<file path="src/rtl/icache_ctrl.sv">
// Direct-mapped read-only instruction-cache controller, 64 sets x 64-byte lines.
// Latency: hit responds 2 cycles after the accept cycle; a miss first refills the line one byte per cycle.
// Backpressure: req_ready only in IDLE; mem request held until mem_req_ready; beats wait on mem_rready; no resp backpressure.
//
// Ports:
//   clk, rst_n                  clock, asynchronous active-low reset
//   req_valid/req_ready/req_addr fetch request handshake and byte address
//   resp_valid/resp_data        one-cycle response pulse with fetched word
//   flush                       invalidate all lines (fence.i)
//   mem_req_*                   line-fill request to the memory bus
//   mem_rvalid/mem_rready/mem_rdata  64-bit little-endian fill beats
//   ram_*                       byte-organised data RAM (write port + combinational word read)
module icache_ctrl #(
  parameter int TAG_W = 20,
  parameter int BEATS = 8
) (
  input  logic        clk,
  input  logic        rst_n,
  input  logic        req_valid,
  output logic        req_ready,
  input  logic [31:0] req_addr,
  output logic        resp_valid,
  output logic [31:0] resp_data,
  input  logic        flush,
  output logic        mem_req_valid,
  input  logic        mem_req_ready,
  output logic [31:0] mem_req_addr,
  input  logic        mem_rvalid,
  output logic        mem_rready,
  input  logic [63:0] mem_rdata,
  output logic        ram_wen,
  output logic [5:0]  ram_index,
  output logic [5:0]  ram_offset,
  output logic [5:0]  ram_w_offset,
  output logic [7:0]  ram_data_in,
  input  logic [31:0] ram_data_out
);

  // Beat and byte counters are 3 bits each so {beat,byte} spans the 64-byte line.
  localparam logic [2:0] LAST_BEAT = 3'(BEATS - 1);

  typedef enum logic [2:0] {
    S_IDLE,
    S_LOOKUP,
    S_MISS_REQ,
    S_FILL_WAIT,
    S_FILL_WRITE
  } state_e;

  state_e            state_q, state_d;
  logic              alive_q;       // low during reset and until the first clock after release
  logic [31:2]       addr_q;        // latched word address of the current fetch
  logic [63:0]       valid_q;
  logic [TAG_W-1:0]  tag_q [64];
  logic [2:0]        beat_q;
  logic [2:0]        byte_q;
  logic [63:0]       buf_q;         // beat currently being written into the RAM
  logic              flush_pend_q;  // flush seen outside IDLE, applied on the next IDLE cycle
  logic              resp_valid_q;
  logic [31:0]       resp_data_q;

  logic [5:0]        cur_index;
  logic [TAG_W-1:0]  cur_tag;
  logic              hit;
  logic              accept;
  logic              flush_now;
  logic              last_byte;
  logic              fill_done;
  logic              unused_addr_lsbs;

  assign cur_index = addr_q[11:6];
  assign cur_tag   = addr_q[31:32-TAG_W];
  assign hit       = valid_q[cur_index] && (tag_q[cur_index] == cur_tag);
  assign accept    = req_valid && req_ready;
  assign flush_now = (state_q == S_IDLE) && (flush || flush_pend_q);
  assign last_byte = (byte_q == 3'd7);
  assign fill_done = (state_q == S_FILL_WRITE) && last_byte && (beat_q == LAST_BEAT);

  // Fetches are word granular; the byte-in-word bits carry no information.
  assign unused_addr_lsbs = ^req_addr[1:0];

  // State register
  always_ff @(posedge clk or negedge rst_n) begin
    if (!rst_n) begin
      state_q <= S_IDLE;
    end else begin
      state_q <= state_d;
    end
  end

  // Next-state logic
  always_comb begin
    state_d = state_q;
    case (state_q)
      S_IDLE:       if (accept) state_d = S_LOOKUP;
      S_LOOKUP:     state_d = hit ? S_IDLE : S_MISS_REQ;
      S_MISS_REQ:   if (mem_req_ready) state_d = S_FILL_WAIT;
      S_FILL_WAIT:  if (mem_rvalid) state_d = S_FILL_WRITE;
      S_FILL_WRITE: begin
        if (last_byte) begin
          // The final byte completes the line; re-lookup to produce the response.
          state_d = (beat_q == LAST_BEAT) ? S_LOOKUP : S_FILL_WAIT;
        end
      end
      default:      state_d = S_IDLE;
    endcase
  end

  // Output decode
  always_comb begin
    req_ready     = 1'b0;
    mem_req_valid = 1'b0;
    mem_rready    = 1'b0;
    ram_wen       = 1'b0;
    case (state_q)
      // A pending or live flush takes the IDLE cycle, so no request is accepted in it.
      S_IDLE:       req_ready = alive_q && !flush && !flush_pend_q;
      S_MISS_REQ:   mem_req_valid = 1'b1;
      S_FILL_WAIT:  mem_rready = 1'b1;
      S_FILL_WRITE: ram_wen = 1'b1;
      default:      ;
    endcase
  end

  assign mem_req_addr = {addr_q[31:6], 6'b0};
  assign ram_index    = cur_index;
  assign ram_offset   = {addr_q[5:2], 2'b00};
  assign ram_w_offset = {beat_q, byte_q};
  assign ram_data_in  = buf_q[{byte_q, 3'b000} +: 8];
  assign resp_valid   = resp_valid_q;
  assign resp_data    = resp_data_q;

  // Control and datapath registers
  always_ff @(posedge clk or negedge rst_n) begin
    if (!rst_n) begin
      alive_q      <= 1'b0;
      addr_q       <= '0;
      valid_q      <= '0;
      beat_q       <= '0;
      byte_q       <= '0;
      buf_q        <= '0;
      flush_pend_q <= 1'b0;
      resp_valid_q <= 1'b0;
      resp_data_q  <= '0;
    end else begin
      alive_q <= 1'b1;

      if (accept) begin
        addr_q <= req_addr[31:2];
      end

      resp_valid_q <= (state_q == S_LOOKUP) && hit;
      if ((state_q == S_LOOKUP) && hit) begin
        resp_data_q <= ram_data_out;
      end

      if (state_q == S_IDLE) begin
        flush_pend_q <= 1'b0;
      end else if (flush) begin
        flush_pend_q <= 1'b1;
      end

      // Invalidate on miss so a half-written line can never hit; set only once complete.
      if (flush_now) begin
        valid_q <= '0;
      end else if ((state_q == S_LOOKUP) && !hit) begin
        valid_q[cur_index] <= 1'b0;
      end else if (fill_done) begin
        valid_q[cur_index] <= 1'b1;
      end

      if ((state_q == S_MISS_REQ) && mem_req_ready) begin
        beat_q <= '0;
      end else if ((state_q == S_FILL_WRITE) && last_byte) begin
        beat_q <= beat_q + 3'd1;
      end

      if ((state_q == S_FILL_WAIT) && mem_rvalid) begin
        buf_q  <= mem_rdata;
        byte_q <= '0;
      end else if (state_q == S_FILL_WRITE) begin
        byte_q <= byte_q + 3'd1;
      end
    end
  end

  // Tag array needs no reset: every entry is qualified by its valid bit.
  always_ff @(posedge clk) begin
    if (fill_done) begin
      tag_q[cur_index] <= cur_tag;
    end
  end

endmodule
</file>
<file path="config.mk">
export PLATFORM = sky130hd
export DESIGN_NAME = icache_ctrl
export DESIGN_NICKNAME = d
export VERILOG_FILES = /design/src/rtl/icache_ctrl.sv
export SDC_FILE = /design/constraint.sdc
export NUM_CORES = 2
export LEC_CHECK = 0
export ABC_CLOCK_PERIOD_IN_PS = 6670
export CAP_MARGIN = 20
export CORE_MARGIN = 2
export CORE_UTILIZATION = 30
export DETAILED_ROUTE_END_ITERATION = 10
export DONT_BUFFER_PORTS = 1
export PLACE_DENSITY_LB_ADDON = 0.1
export SLEW_MARGIN = 20
export SYNTH_ARGS = -nofsm -noshare
export SYNTH_HDL_FRONTEND = slang
export SYNTH_SLANG_ARGS = --single-unit
</file>
<file path="constraint.sdc">
create_clock -name clk -period 6.67 [get_ports clk]
set_input_delay 1.0005 -clock clk [delete_from_list [all_inputs] [get_ports clk]]
set_output_delay 1.0005 -clock clk [all_outputs]
set_load 0.1 [all_outputs]
</file>
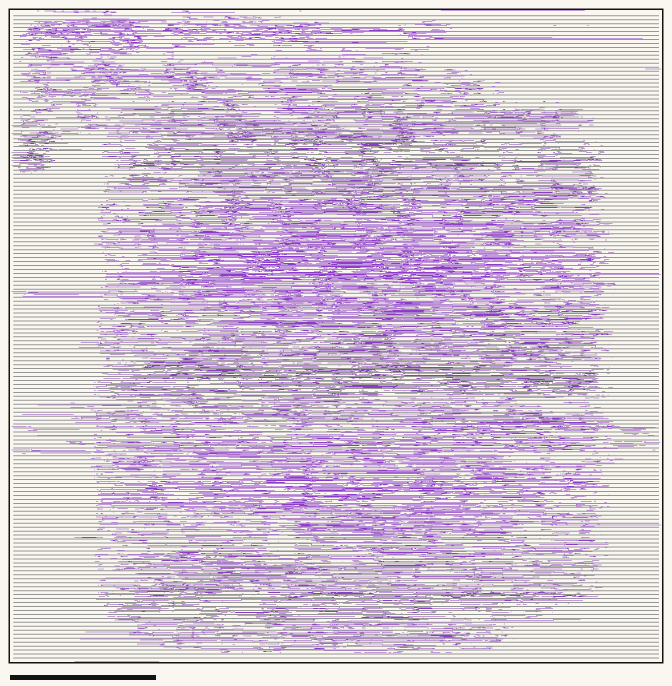
Figure 1: M1 wires.
The bar under the picture is 100 µm long. Supply wires on this layer in gray.
share of all routed wire: 44%
wire length on this layer: 96.3 mm
sum of routed wire length over all layers: 220 mm
global-route track usage on met1: 30.3%
vias after detailed routing: 34,400

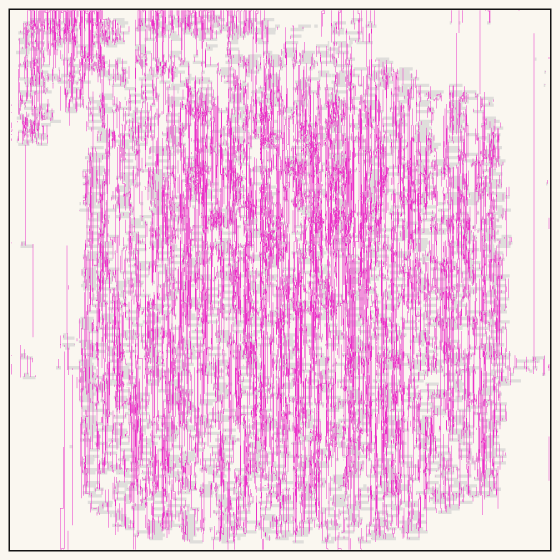
Figure 2: met2 routing.
Cells faint in the background.
main direction: vertical
wire length on this layer: 104 mm

[registers in the layout (all words and copies together) (netlist names)]
name and flops:
state_q 3, byte_q 3, resp_data 32, valid_q 64, flush_pend_q 1, tag_q 1280
addr_q 30, alive_q 1, buf_q 64, resp_valid 1, beat_q 3
[worst max path at each step]
stage                                      endpoint  depth (start not counted)
after floorplan           resp_data[10]$_DFFE_PN0P_                         12
after global placement    resp_data[28]$_DFFE_PN0P_                         12
after detailed placement  resp_data[14]$_DFFE_PN0P_                         12
after CTS                 resp_data[30]$_DFFE_PN0P_                         12
after global routing      resp_data[28]$_DFFE_PN0P_                         12
final                     resp_data[30]$_DFFE_PN0P_                         13
==> job_summary.md <==
### Metrics collected by this job

| Metric | Value |
|---|---|
| Outcome | finished clean |
| Dominant cell by count in the synthesized netlist | sky130_fd_sc_hd__edfxtp_1 |
| Classification of the worst-slack hold path | input port to async pin |
| Core utilization of the finished layout | 35.1% |
| Leak Pwr | 22.6 nW |
| Fraction of final layout cells sized beyond drive strength 1 | 22.5% |
| Fmax achieved | 192 MHz |
| Area of the mapped netlist | approximately 0.059 mm² |
| Ordered list of cells on the worst path | buf_12 -> nor2_2 -> buf_4 -> a221oi_1 -> nor4_1 -> buf_4 -> o31a_1 -> nor4_1 -> xnor2_1 -> nor4_1 -> nand4_4 -> buf_12 -> mux2_4 |
| Worst setup skew after layout | 0.0377 ns |
| Critical path capture point type | register |
| Number of non-clock inverters in the layout | 10 |
| Number of placement rows | around 160 |
| Fin worst setup slack | 1.47 ns |
| Vias in the first global route | 34,500 |
| Largest net degree at the start of global routing | 203 |
| Buffers outside the clock class | 192 |
| Total cell area reported by yosys after synthesis | 0.0589 mm² |
| Share of the synthesized netlist area taken by xor and xnor gates | 0.193% |
| Post-CTS clock slew at the launch and capture registers of the worst setup and hold paths | 0.06 ns |
| Cell count after synthesis | 3,393 |
| Unique cell types | around 80 |
| Worst Setup SP | addr_q[8]$_DFFE_PN0P_ |
| Unrepaired setup endpoints after global routing | false |
| Number of resized instances in the post-cts repair step | 0 |
| Number of nets in the layout | 3,653 |
| Maximum ir drop on the vdd rail | 0.265 mV |
| Required time at the worst-slack endpoint | 7.37 ns |
| Logic gate fraction of the total cell area | a little over a fifth |
| Kind of start point of the critical path | register |
| Total power of the final layout | 0.0318 W |
| Filler cells | 18,400 |
| Slew at the pin closest to its max-slew limit | between 1 and 1.5 ns |
| Mean instance size in the synthesized netlist | between 15 and 20 µm² |
| Clock network power share | 28.6% |
| Cell class contributing the biggest share of worst-path delay | simple AND/OR/NAND/NOR gates |
| Top comb family, area | multiplexers |
| Cell occurring most often along the worst timing path | sky130_fd_sc_hd__nor4_1 |
| Worst-case hold slack | 0.0950 ns |
| Proportion of netlist area held by the largest area contributor | 65.2% |
| Count of warning messages emitted by the tools | 32 |
| Sequential cell area fraction in the yosys report | 73.8% |
Power is estimated from default activity; no workload was simulated.
